File: src/rtl/prog_timer.sv
// Multi-channel programmable interval timer: N independent down-counters with
// loadable period, periodic/one-shot mode and run enable. Optional shared prescaler
// is compiled in with the macro G15_TIMER_PRESCALE_EN.
module prog_timer #(
  parameter int N   = 4,
  parameter int W   = 16,
  parameter int PRE = 108,
  localparam int CW = (N > 1) ? $clog2(N) : 1
) (
  input  logic          clk,
  input  logic          rst,
  input  logic          ld,
  input  logic [CW-1:0] ld_ch,
  input  logic [W-1:0]  ld_period,
  input  logic          ld_oneshot,
  input  logic [N-1:0]  en,
  input  logic [CW-1:0] rd_ch,
  output logic [W-1:0]  rd_count,
  output logic [N-1:0]  tick,
  output logic [N-1:0]  active
);

  if (N < 1 || N > 16 || W < 2 || W > 32 || PRE < 2) begin : g_param_check
    $error("prog_timer: parameter out of range");
  end

  logic [W-1:0] r_ctr    [N];
  logic [W-1:0] r_reload [N];
  logic [N-1:0] r_oneshot;
  logic [N-1:0] r_active;
  logic [N-1:0] r_tick;
  logic         w_step;

`ifdef G15_TIMER_PRESCALE_EN
  localparam int PW = $clog2(PRE);
  logic [PW-1:0] r_pre;

  // Free-running divider: unaffected by loads or enables.
  always_ff @(posedge clk) begin
    if (rst)                r_pre <= PW'(PRE - 1);
    else if (r_pre == '0)   r_pre <= PW'(PRE - 1);
    else                    r_pre <= r_pre - 1'b1;
  end

  assign w_step = (r_pre == '0);
`else
  assign w_step = 1'b1;
`endif

  // NOTE: the counter arrays are only a handful of flops per channel, so they
  // are reset like ordinary registers rather than treated as uninitialised RAM.
  always_ff @(posedge clk) begin
    if (rst) begin
      for (int i = 0; i < N; i++) begin
        r_ctr[i]    <= '0;
        r_reload[i] <= '0;
      end
      r_oneshot <= '0;
      r_active  <= '0;
      r_tick    <= '0;
    end else begin
      for (int i = 0; i < N; i++) begin
        // NOTE: non-blocking assignments throughout, so the default clear of
        // r_tick below is simply overridden by a later expiry in the same pass.
        r_tick[i] <= 1'b0;
        if (ld && (ld_ch == CW'(i))) begin
          // A load always wins over a coincident expiry; no tick that cycle.
          r_reload[i]  <= ld_period;
          r_ctr[i]     <= ld_period - 1'b1;
          r_oneshot[i] <= ld_oneshot;
          r_active[i]  <= 1'b1;
        end else if (w_step && r_active[i] && en[i]) begin
          if (r_ctr[i] != '0) begin
            r_ctr[i] <= r_ctr[i] - 1'b1;
          end else begin
            r_tick[i] <= 1'b1;
            if (r_oneshot[i]) r_active[i] <= 1'b0;
            else              r_ctr[i]    <= r_reload[i] - 1'b1;
          end
        end
      end
    end
  end

  // Out-of-range selects match no channel and read back as zero.
  always_comb begin
    rd_count = '0;
    for (int i = 0; i < N; i++) begin
      if (rd_ch == CW'(i)) rd_count = r_ctr[i];
    end
  end

  assign tick   = r_tick;
  assign active = r_active;

endmodule
File: config.mk
export PLATFORM = sky130hd
export DESIGN_NAME = prog_timer
export DESIGN_NICKNAME = d
export VERILOG_FILES = /design/src/rtl/prog_timer.sv
export SDC_FILE = /design/constraint.sdc
export NUM_CORES = 1
export LEC_CHECK = 0
export CAP_MARGIN = 10
export CORE_MARGIN = 2
export CORE_UTILIZATION = 30
export DETAILED_ROUTE_END_ITERATION = 6
export PLACE_DENSITY = 0.52
export SLEW_MARGIN = 0
export SYNTH_ARGS = -nofsm -noshare
export SYNTH_HDL_FRONTEND = slang
export SYNTH_SLANG_ARGS = --single-unit
File: constraint.sdc
create_clock -name clk -period 2.8 [get_ports clk]
set_input_delay 0.42 -clock clk [delete_from_list [all_inputs] [get_ports clk]]
set_output_delay 0.42 -clock clk [all_outputs]
set_load 0.05 [all_outputs]
Run 1, nets reached from selected ports:
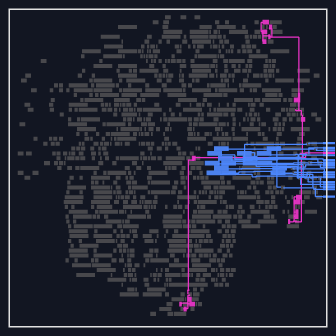
legend:
  magenta:
    port: `rst`
    bits: 1
    direction: input
    end_cells: 19
    buffers: 4
    wire: 351 µm
  blue:
    port: `rd_count`
    bits: 16
    direction: output
    end_cells: 16
    buffers: 16
    wire: 796 µm
# port buffers: 51
IO Count: 52

Run 1, the clock network:
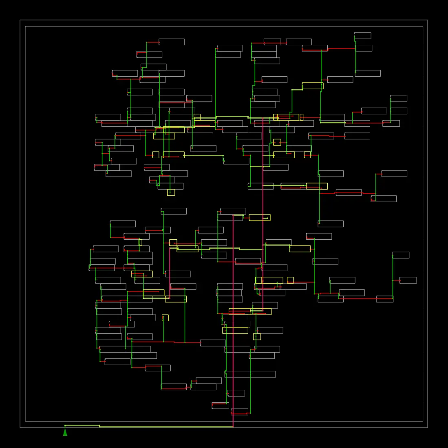
CTS sink count: 140
clock latency at the later pin of the worst-skew pair: 420 ps

Run 1, sequential cells grouped by signal name:
Scale bar: 50 µm. Other sequential cells in the stronger grey, the rest of the logic in the fainter grey.
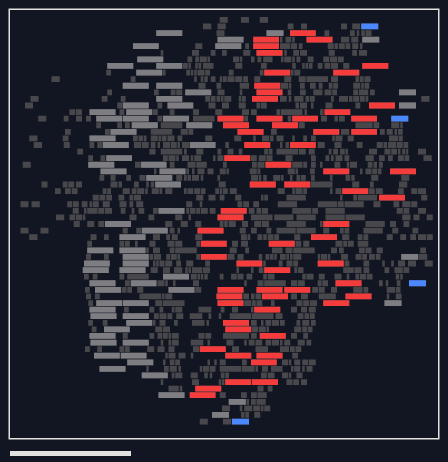
legend:
  blue:
    netlist_name: `active`
    placed_flops: 4
  red:
    netlist_name: `r_ctr`
    placed_flops: 64
power consumed by sequential cells: 2580 µW
Post-Route Utilization: 37.9%
sequential standard cell area: 4080 µm²
sequential portion of the cell area: 36.5%

Run 1, metal layers overlaid:
Scale bar: 50 µm.
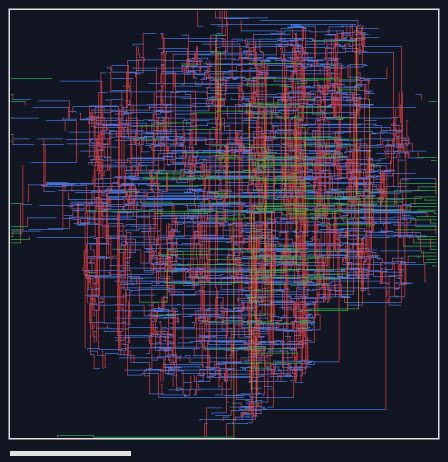
legend:
  blue:
    layer: M1
    wire_length: 14400 µm
  green:
    layer: M3
    wire_length: 2690 µm
  orange:
    layer: M4
    wire_length: 896 µm
  red:
    layer: M2
    wire_length: 12800 µm
total routing resource utilization after global routing: 20.2%
via count of the routed design: 7538
sum of routed wire length over all layers: 30.8 mm
routed wirelength normalized by instance count: 21.9 µm

run 1: cell usage after synthesis (all sizes together) (3+ instances only):
library cell  instances
nand2b               10
o21ai                34
or4                  20
or2                   5
nor2b                 8
xnor2                58
o221ai               15
buf                   9
nand4                 9
and3                 17
a211oi                5
a2bb2oi               8
nand2                53
o211ai                5
nor4                 41
and2                 44
nand3                10
mux4                 16
and4b                 3
o21a                  6
o22ai                 3
or4b                  4
edfxtp              128
clkbuf               36
nand4b                9
ha                    9
inv                  22
o31ai                 4
nor2                 74
or3                  18
a21oi                30
xor2                 41
dfxtp                12
nor3                 28
a21o                  3
mux2i                 7
nand3b                9
mux2                  5
a22oi                18
nor3b                 3
o31a                  5
run 1: cell usage in the layout (no fill, tap or decap), types with 9 or more instances in the layout:
master,instances
sky130_fd_sc_hd__edfxtp_1,128
sky130_fd_sc_hd__nand2b_1,10
sky130_fd_sc_hd__or4_1,19
sky130_fd_sc_hd__o221ai_1,9
sky130_fd_sc_hd__or3_1,17
sky130_fd_sc_hd__a22oi_1,18
sky130_fd_sc_hd__clkdlybuf4s50_1,35
sky130_fd_sc_hd__nor2_1,74
sky130_fd_sc_hd__xor2_1,41
sky130_fd_sc_hd__mux4_2,16
sky130_fd_sc_hd__clkbuf_16,17
sky130_fd_sc_hd__and2_1,42
sky130_fd_sc_hd__nand2_1,52
sky130_fd_sc_hd__a21oi_1,29
sky130_fd_sc_hd__nand4b_1,9
sky130_fd_sc_hd__nand4_1,9
sky130_fd_sc_hd__nand3_1,10
sky130_fd_sc_hd__nand3b_1,9
sky130_fd_sc_hd__inv_1,20
sky130_fd_sc_hd__nor4_1,39
sky130_fd_sc_hd__xnor2_1,58
sky130_fd_sc_hd__o21ai_1,12
sky130_fd_sc_hd__o21ai_0,19
sky130_fd_sc_hd__buf_4,129
sky130_fd_sc_hd__nor3_1,28
sky130_fd_sc_hd__and3_1,17
sky130_fd_sc_hd__dfxtp_1,12
run 1: worst paths after layout:
| check | start | endpoint | slack [ps] | cells after the start |
|---|---|---|---|---|
| max reg2reg | r_ctr[2][7] | r_ctr[2][15] | 70 | 5 |
| max | r_ctr[2][7] | r_ctr[2][15] | 70 | 5 |
| min | active[2] | active[2] | 510 | 2 |
| min reg2reg | active[2] | active[2] | 510 | 2 |
run 1: final cells by class:
| class | count | area, µm² |
|---|---|---|
| timing repair buffer | 166 | 1360 |
| sequential | 140 | 4080 |
| clock buffer | 17 | 425 |
| fill | 2918 | 18400 |
| multi-input combinational | 656 | 4630 |
| clock inverter | 14 | 123 |
| tap | 390 | 488 |
| inverter | 23 | 86.3 |
run 1: power by group:
group / switching (µW) / internal (µW)
logic: 605 / 411
registers: 149 / 2430
clock network: 924 / 1220
total: 1680 / 4060
run 1: registers in the layout, indices dropped and copies added, names as in the netlist:
register,flops
active,4
r_ctr,64
tick,4
r_oneshot,4
r_reload,64
run 1: repair_timing:
item,4_1_cts,5_1_grt
hold endpoints to repair,0,0
setup endpoints to repair,0,32
gates resized,0,7
buffers inserted,0,2
run 1: per-stage QoR:
stage                     area, µm²  setup slack (ps)
after floorplan                8970             -45.5
after global placement        10600              -176
after detailed placement      10600              -199
after CTS                     11100              1.27
after global routing          11200              1.33
final                         11200              68.2
==> flow_metrics.tcl, run 1 <==
# flow metrics
set metrics [dict create \
    xor_xnor_fraction_of_synth_area_pct 9.68 \
    synth_async_sr_flop_share_pct 0 \
    instances_no_fill 1406 \
    netlist.area_leader.share_pct 42.9 \
    worst_path_max_delay_cell "sky130_fd_sc_hd__or4_1" \
    result_of_the_run "completed" \
    yosysWarnings 0 \
    grt_util_met3_pct 4.30 \
    initial_utilization_pct 30.3 \
    gp_routability_congestion 0.941 \
    final_layout_setup_total_negative_slack_ps 0 \
    syn-instance-count 863 \
    min_period_over_period_pct 97.6 \
    antenna_found_initial 0 \
    yosys_register_bits 140 \
    horizontal_extent_of_the_die_um 177 \
    synthTopCellsByArea "sky130_fd_sc_hd__edfxtp_1 (43%), sky130_fd_sc_hd__xnor2_1 (5.7%), sky130_fd_sc_hd__mux4_2 (4.0%), sky130_fd_sc_hd__xor2_1 (4.0%), sky130_fd_sc_hd__nor2_1 (3.1%)" \
    critPathTopFamily "simple AND/OR/NAND/NOR gates" \
    maxUsedRoutingLayer "met4" \
    ctsLongestPathBuffers 2 \
    synth_area_leader "sky130_fd_sc_hd__edfxtp_1" \
    netlist-cell-type-count 67 \
    achievable-frequency_mhz 366 \
    synth_sequential_area_ratio_pct 45.6 \
    arrival_ps 2870 \
]
Run 1, sizing map:
Scale bar: 50 µm.
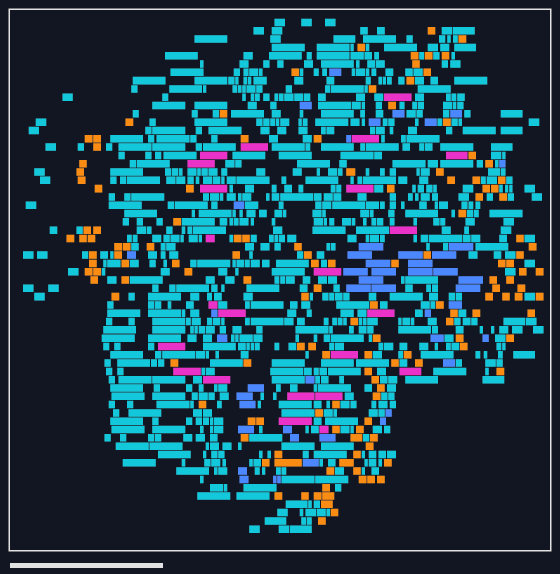

==> run 2: changes to the inputs <==
ABC_AREA = 1   (was default)
RECOVER_POWER = 25   (was default)
Run 2, sizing map:
Scale bar: 50 µm.
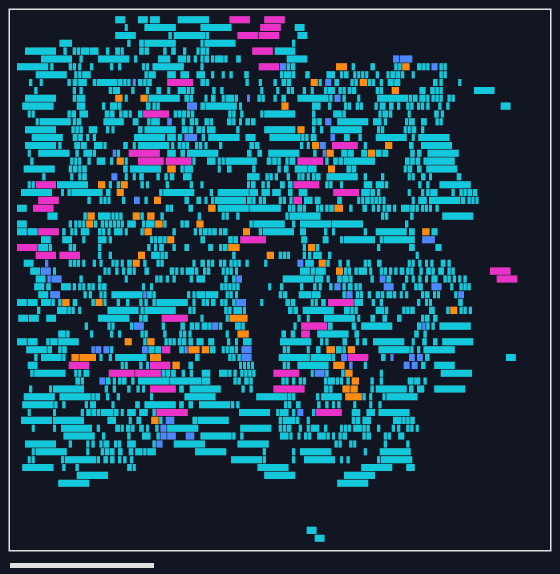
legend:
  blue:
    size: x2
    cells: 60
    share: 4.0%
  cyan:
    size: x1 and smaller
    cells: 1347
    share: 89%
    most_used: nand2_1
  magenta:
    size: x6 and larger
    cells: 42
    share: 2.8%
    most_used: buf_12
  orange:
    size: x3 and x4
    cells: 61
    share: 4.0%
    most_used: buf_4
layout-stage area growth over the synthesis result: 20.9%
Post-Layout Inst Area: 12100 µm²
number of non-clock buffers in the layout: 109
Setup WS post-layout: 122 ps

Run 2, sequential cells grouped by signal name:
Scale bar: 50 µm. Other sequential cells in the stronger grey, the rest of the logic in the fainter grey.
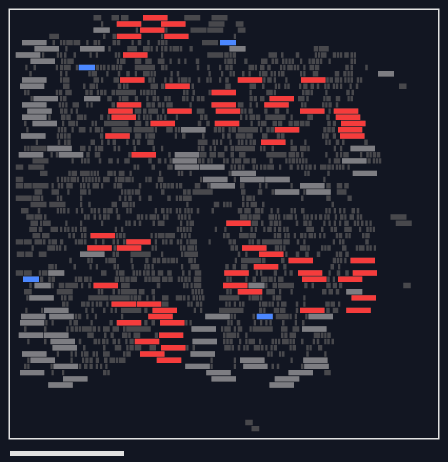
legend:
  red:
    netlist_name: `r_ctr`
    placed_flops: 64
  blue:
    netlist_name: `active`
    placed_flops: 4
power consumed by sequential cells: 2570 µW
Post-Route Utilization: 36.5%
sequential portion of the cell area: 33.6%

==> run 2 against run 1 <==
Effect of this change: maximum frequency rose by 2.0%; clock-buffer cell count grew 2; critical endpoint is now rd_count[14]; worst setup slack gained 54 ps; core utilization is 1.4 points lower; sequential power is essentially flat; routed wire length increased by 21%; highest routed layer is now met5.
==> flow_metrics.tcl, run 2 <==
# flow metrics
set metrics [dict create \
    min_period_over_period_pct 95.6 \
    layout_top_cell_excl_fill_tap "sky130_fd_sc_hd__nand2_1" \
    grt_usage_pct 21.6 \
    placement.io_buffers 51 \
    synth_area_leader "sky130_fd_sc_hd__edfxtp_1" \
    synthTopCellsByArea "sky130_fd_sc_hd__edfxtp_1 (38%), sky130_fd_sc_hd__nand2_1 (14%), sky130_fd_sc_hd__nor2_1 (10%), sky130_fd_sc_hd__nand3_1 (5.5%), sky130_fd_sc_hd__inv_1 (5.5%)" \
    netlist.top_cell.by_instances "sky130_fd_sc_hd__nand2_1" \
    pre_cts_slack_ps 15.5 \
    synth_sequential_area_ratio_pct 40.7 \
    clockPowerShare_pct 38.9 \
    post_synth_most_frequent_cells "sky130_fd_sc_hd__nand2_1 (375), sky130_fd_sc_hd__nor2_1 (273), sky130_fd_sc_hd__inv_1 (148), sky130_fd_sc_hd__edfxtp_1 (128), sky130_fd_sc_hd__nand3_1 (111)" \
    switching_share_pct 30.4 \
    wl_per_cell_um 19.1 \
    boundaryPins 52 \
    netlist-cell-type-count 42 \
    p_comb_share_pct 18.8 \
    synth_async_sr_flop_share_pct 0 \
    syn-instance-count 1396 \
    result_of_the_run "completed" \
    horizontal_extent_of_the_die_um 187 \
    post_cts.resized_instances 0 \
    worst_path_max_delay_cell "sky130_fd_sc_hd__clkdlybuf4s50_1" \
    clock-sinks 140 \
    timing.rr.end "r_ctr[3][13]" \
    achievable-frequency_mhz 373 \
    ctsLongestPathBuffers 2 \
    net-switching-power_uw 1850 \
    routed_wirelength_mm 37.4 \
    crit_start "rd_ch[0]" \
    yosysWarnings 0 \
    timing.reg2reg.setup_slack_ps 420 \
    arrival_ps 2260 \
    maxUsedRoutingLayer "met5" \
    antenna_found_initial 2 \
]
-- run 2: netlist changes by cell type in the layout (fill, tap and decap cells not counted), sizes merged, moves of 17 or more --
cell	change
nor4	-41
nand3	+112
and2	-43
a22oi	-18
or3	-18
o21ai	+17
or4	-20
inv	+139
xnor2	-38
nand4	+25
nand2	+335
and3	-17
nor2	+218
buf	-66
-- run 2: final cells by class --
type	instances	area, µm²
clock buffers	19	433
repair buffers	109	1100
fillers	3578	21100
inverters	162	608
multi-input cells	1067	5190
clock inverters	13	168
well taps	448	561
flip-flops and latches	140	4080
-- run 2: how the worst min path moves through the flow --
stage              endpoint  cells after the start          from
5_1_grt        r_oneshot[3]                      2  r_oneshot[3]
4_1_cts        r_oneshot[3]                      2  r_oneshot[3]
3_3_place_gp   r_oneshot[3]                      2  r_oneshot[3]
6_report       r_oneshot[3]                      2  r_oneshot[3]
3_5_place_dp   r_oneshot[3]                      2  r_oneshot[3]
2_1_floorplan  r_oneshot[3]                      2  r_oneshot[3]
-- run 2: metal layers --
layer	global-route usage (%)	vias up
met5	1.37	-
met4	8.03	6
met3	4.84	64
met2	34.0	399
met1	28.8	4517
li1	-	4744
-- run 2: kinds of logic (layout without fill, tap and decap cells) --
group | count (synthesis) | after routing | synth area share, %
compound gates | 114 | 114 | 6.30
fa+ha+maj | 9 | 9 | 1.12
xor+xnor | 75 | 75 | 6.54
flops | 140 | 140 | 40.7
buf+inv | 189 | 303 | 7.56
simple gates | 869 | 869 | 37.8
-- run 2: per-stage QoR --
step                      power, µW  cells  hold WS, ps
final                          6080   1958          494
after global placement         3750   1926          460
after global routing           6300   1958          512
after detailed placement       3750   1926          472
after floorplan                3230   1396          444
after CTS                      6100   1958          479
-- run 2: power groups by stage --
stage	Clock [µW]	Combinational [µW]	Sequential [µW]
floorplan	0	653	2580
detailed placement	0	1140	2620
global route	2470	1240	2590
CTS	2390	1140	2570
global placement	0	1140	2610
finish	2360	1140	2570
-- run 2: critical path: cells and delay by family --
kind	cells	cell delay, ps
AND-OR/OR-AND	3	770
AND/OR/NAND/NOR	1	190
buffers and inverters	3	870
Power and IR drop assume default switching activity.
